<file path="src/rtl/keypad_scanner.sv">
// 4x4 matrix keypad scanner: walks one active-low column per scan tick, reads the
// synchronised rows and runs a press/release debounce FSM per accepted key.
//
// state    | meaning
// SCAN     | advancing one column per tick, looking for any low row
// DEBOUNCE | column frozen, counting consecutive low samples of the captured row
// HELD     | key accepted, key_held high, waiting for the row to go high
// RELEASE  | counting consecutive high samples; any low sample restarts the count
module keypad_scanner #(
  parameter int SCAN_TICKS     = 100000,
  parameter int DEBOUNCE_SCANS = 20
) (
  input  logic       clk,
  input  logic       reset,
  input  logic [3:0] row,
  output logic [3:0] col,
  output logic [3:0] key_code,
  output logic       key_valid,
  output logic       key_held
);

  localparam int TW = $clog2(SCAN_TICKS);
  localparam int DW = (DEBOUNCE_SCANS > 1) ? $clog2(DEBOUNCE_SCANS) : 1;
  localparam logic [TW-1:0] TICK_LAST = TW'(SCAN_TICKS - 1);
  localparam logic [DW-1:0] DEB_LAST  = DW'(DEBOUNCE_SCANS - 1);

  typedef enum logic [1:0] {SCAN, DEBOUNCE, HELD, RELEASE} state_t;

  state_t          state;
  logic [TW-1:0]   timer;
  logic [DW-1:0]   deb_cnt;
  logic [3:0]      rs_meta;
  logic [3:0]      rs;
  logic [1:0]      row_idx;
  logic [1:0]      col_idx;
  logic            tick;
  logic            any_low;
  logic            key_low;

  function automatic logic [1:0] low_idx(input logic [3:0] r);
    if (!r[0])      return 2'd0;
    else if (!r[1]) return 2'd1;
    else if (!r[2]) return 2'd2;
    else            return 2'd3;
  endfunction

  always_ff @(posedge clk or posedge reset) begin
    if (reset) begin
      rs_meta <= 4'b1111;
      rs      <= 4'b1111;
    end else begin
      rs_meta <= row;
      rs      <= rs_meta;
    end
  end

  always_ff @(posedge clk or posedge reset) begin
    if (reset)     timer <= '0;
    else if (tick) timer <= '0;
    else           timer <= timer + 1'b1;
  end

  assign tick    = (timer == TICK_LAST);
  assign any_low = ~&rs;
  assign key_low = ~rs[row_idx];

  always_ff @(posedge clk or posedge reset) begin
    if (reset) begin
      state     <= SCAN;
      col       <= 4'b1110;
      col_idx   <= 2'd0;
      row_idx   <= 2'd0;
      deb_cnt   <= '0;
      key_code  <= 4'd0;
      key_valid <= 1'b0;
      key_held  <= 1'b0;
    end else begin
      key_valid <= 1'b0;
      if (tick) begin
        case (state)
          SCAN: begin
            if (any_low) begin
              row_idx <= low_idx(rs);
              deb_cnt <= '0;
              state   <= DEBOUNCE;
            end else begin
              col_idx <= col_idx + 2'd1;
              col     <= {col[2:0], col[3]};
            end
          end
          DEBOUNCE: begin
            if (key_low) begin
              if (deb_cnt == DEB_LAST) begin
                state     <= HELD;
                key_code  <= {row_idx, col_idx};
                key_valid <= 1'b1;
                key_held  <= 1'b1;
              end else begin
                deb_cnt <= deb_cnt + 1'b1;
              end
            end else begin
              // bounce: give up on this column and keep sweeping
              state   <= SCAN;
              col_idx <= col_idx + 2'd1;
              col     <= {col[2:0], col[3]};
            end
          end
          HELD: begin
            if (!key_low) begin
              state   <= RELEASE;
              deb_cnt <= '0;
            end
          end
          RELEASE: begin
            if (!key_low) begin
              if (deb_cnt == DEB_LAST) begin
                state    <= SCAN;
                key_held <= 1'b0;
                col_idx  <= col_idx + 2'd1;
                col      <= {col[2:0], col[3]};
              end else begin
                deb_cnt <= deb_cnt + 1'b1;
              end
            end else begin
              deb_cnt <= '0;
            end
          end
        endcase
      end
    end
  end

endmodule

</file>
<file path="config.mk">
export PLATFORM = sky130hd
export DESIGN_NAME = keypad_scanner
export DESIGN_NICKNAME = d
export VERILOG_FILES = /design/src/rtl/keypad_scanner.sv
export SDC_FILE = /design/constraint.sdc
export NUM_CORES = 1
export LEC_CHECK = 0
export CORE_MARGIN = 3
export CORE_UTILIZATION = 35
export CTS_CLUSTER_DIAMETER = 50
export DETAILED_ROUTE_END_ITERATION = 8
export DONT_BUFFER_PORTS = 1
export PLACE_DENSITY = 0.58
export REMOVE_ABC_BUFFERS = 1
export SETUP_SLACK_MARGIN = 0.05
export SLEW_MARGIN = 5
export SYNTH_ARGS = -nofsm -noshare
export SYNTH_HDL_FRONTEND = slang
export SYNTH_SLANG_ARGS = --single-unit
</file>
<file path="constraint.sdc">
create_clock -name clk -period 5.75 [get_ports clk]
set_input_delay 1.15 -clock clk [delete_from_list [all_inputs] [get_ports clk]]
set_output_delay 1.15 -clock clk [all_outputs]
set_load 0.01 [all_outputs]
</file>
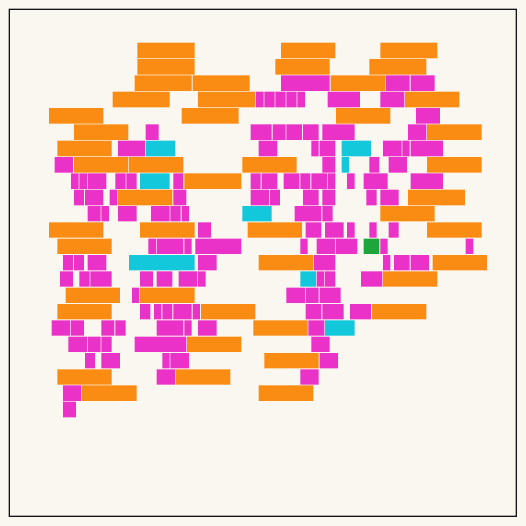
Fig. 1. Cells coloured by class.
(6 px per µm)
| colour | class | cells |
|---|---|---|
| orange | sequential cells | 46 |
| green | remaining buffers and delay cells | 1 |
| magenta | combinational and other logic | 129 |
| cyan | clock drivers and dummy loads | 8 |

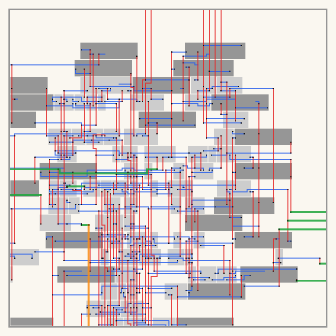
Fig. 2. Zoomed window.
Window x 34 to 84, y 34 to 84 µm. Cells in grey, sequential cells in the stronger grey; small squares are vias.
| colour | layer |
|---|---|
| blue | metal 1 |
| orange | metal 4 |
| green | metal 3 |
| red | metal 2 |
cells with their middle in the window: 93
sequential cells in the window: 21
most frequent: dfrtp_1 (16), o31ai_1 (8), inv_1 (7)
netlist names of flops here include: col (4), key_code (4), col_idx (2)

==> summary.txt <==
impl run done, here's what came out: drt via density=5.45, sequential cell area=1160 µm², Post-Route WL=a little under 4000 µm, WP data arrival=2690 ps, Mapped Avg Cell Area=12.0 µm², yosys cell count=around 180, via count=1394, Die ar.=approximately 7100 µm², setup ws final=3250 ps, post-CTS sizing=0, Pwr Total=0.000579 W, Area Growth Syn to Fin=8.93%, 1st-pass router iterations=6, CP Capture Type=flop, GRT overflow=0, dominant logic cell type in the layout=dfrtp_1, nets@finish=approximately 190, YS warnings=0, Root Buffer=clkbuf_8, fmax=between 0.4 and 0.5 GHz, tool warnings=25, largest net degree at the start of global routing=35, clock transition at the registers of the reported paths=roughly 90 ps, Non-clk bufs=1, hold path start=rs_meta[0], critical path peak fanout=8, final-report setup violation count=0, Initial DRC Count=70, Antenna Cells=0, combinational share of cell area=0.398, status=completed, Post-Synthesis Cells=179, post-DP HPWL=2830 µm, worst r2r src=deb_cnt[0], TritonCTS clock tree=yes, nonclk inv count=9, maximum VDD drop=117 µV, Pins Over Slew Limit=0, most numerous logic cells after layout=35 x dfrtp_1, 11 x nand3_1, 11 x dfstp_2, cell accounting for the most synthesized area=dfrtp_1, post-layout period usage=0.434, ys flop type=dfrtp_1, buffers added on ports=0, clk sinks=between 40 and 50, Top pwr grp=sequential cells, Slew @ Worst Pin=1100 ps, clock power share=0.410, Comb pwr share=0.019, ANT nets after route=0, YS chip area=around 2100 µm², Seq/total area=0.499, I/O pin count=16, Routed WL per cell=15.3 µm, relative slew slack=0.256, Clock Network Area Fraction=0.0471, clk buf depth=2, CP Class=reg2reg, sequential share of the synthesized area=0.543, Final Skew=8.07 ps, die height=84.3 µm, Seq power=0.000330 W, # fillers=529, FP Rows=27, initial antenna violation count=0, synthesized area=around 2100 µm², Top cell area share=0.408, crit path time final=2500 ps, top cells by count, synth=35 x dfrtp_1, 11 x dfstp_2, 11 x nand3_1, Leakage Power=around 1.0 nW, layout cells sized above 1=0.190, starting density of the core=0.376, Power Clock=0.000238 W, number of logic gates=120, Tapcell Cnt=72, Flop Count=46, HP Class=reg2reg, Yosys reg bits=46
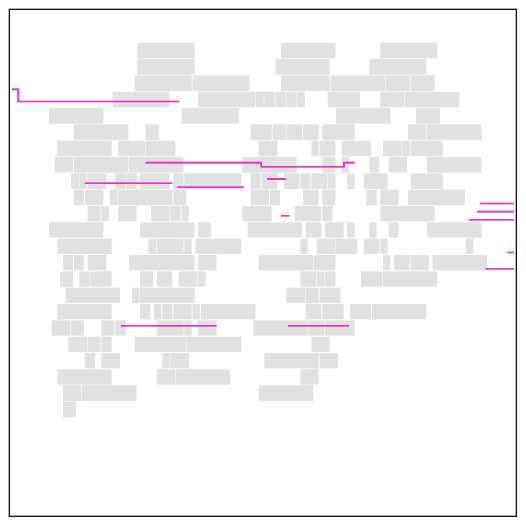
Fig. 3. M3 wires.
(6 px per µm) Cells faint in the background.
main direction: horizontal
wire length on this layer: 144 µm
longest straight run: 26.7 µm
share of all routed wire: 3.7%
nets with wire on the layer: 10

## flip-flops by register name, indices dropped and copies added (netlist names), named ones only
| signal | cells |
|---|---|
| deb_cnt | 5 |
| rs_meta | 4 |
| rs | 4 |
| key_held | 1 |
| key_code | 4 |
| state | 1 |
| col_idx | 2 |
| row_idx | 2 |
| key_valid | 1 |
| col | 4 |
| timer | 17 |
## final timing paths
path | end | slack, ps | cells after the start
setup / recovery | col[0] | 3250 | 5
hold / removal | rs[0] | 360 | 0
setup reg to reg | col[0] | 3250 | 5
hold reg to reg | rs[0] | 360 | 0
max in group asynchronous | rs[3] | 4180 | 2
min in group asynchronous | key_code[1] | 740 | 1
## cells by family (layout without fill, tap and decap cells)
| group | count (synthesis) | after routing | synth area share |
|---|---|---|---|
| buffers and inverters | 13 | 18 | 0.0233 |
| DFF | 46 | 46 | 0.543 |
| and+or+nand+nor | 56 | 56 | 0.166 |
| adders and majority gates | 2 | 2 | 0.0117 |
| AOI/OAI and AO/OA | 37 | 37 | 0.130 |
| xor gates and xnor gates | 15 | 15 | 0.0613 |
| muxes | 10 | 10 | 0.0642 |
## worst max-delay path, cell delays in order (launching register included)
cell and delay (ps):
dfrtp_1 400, ha_1 200, nor4bb_1 880, nand3_1 230, a21oi_2 320, mux2_2 370
## per-stage QoR
stage	std cells	utilization	hold slack, ps
2_1_floorplan	175	-	345
3_3_place_gp	248	0.390	347
3_5_place_dp	248	0.390	347
4_1_cts	256	0.409	359
5_1_grt	256	0.409	361
6_report	256	0.409	358
## routing by layer
layer	vias up	share of wire	track usage
met4	0	0.0081	0.0307
li1	669	-	-
met3	4	0.037	0.0324
met1	704	0.46	0.154
met2	17	0.50	0.204
met5	-	0	0
No activity file was given, so power comes from the tool's default toggle rates.
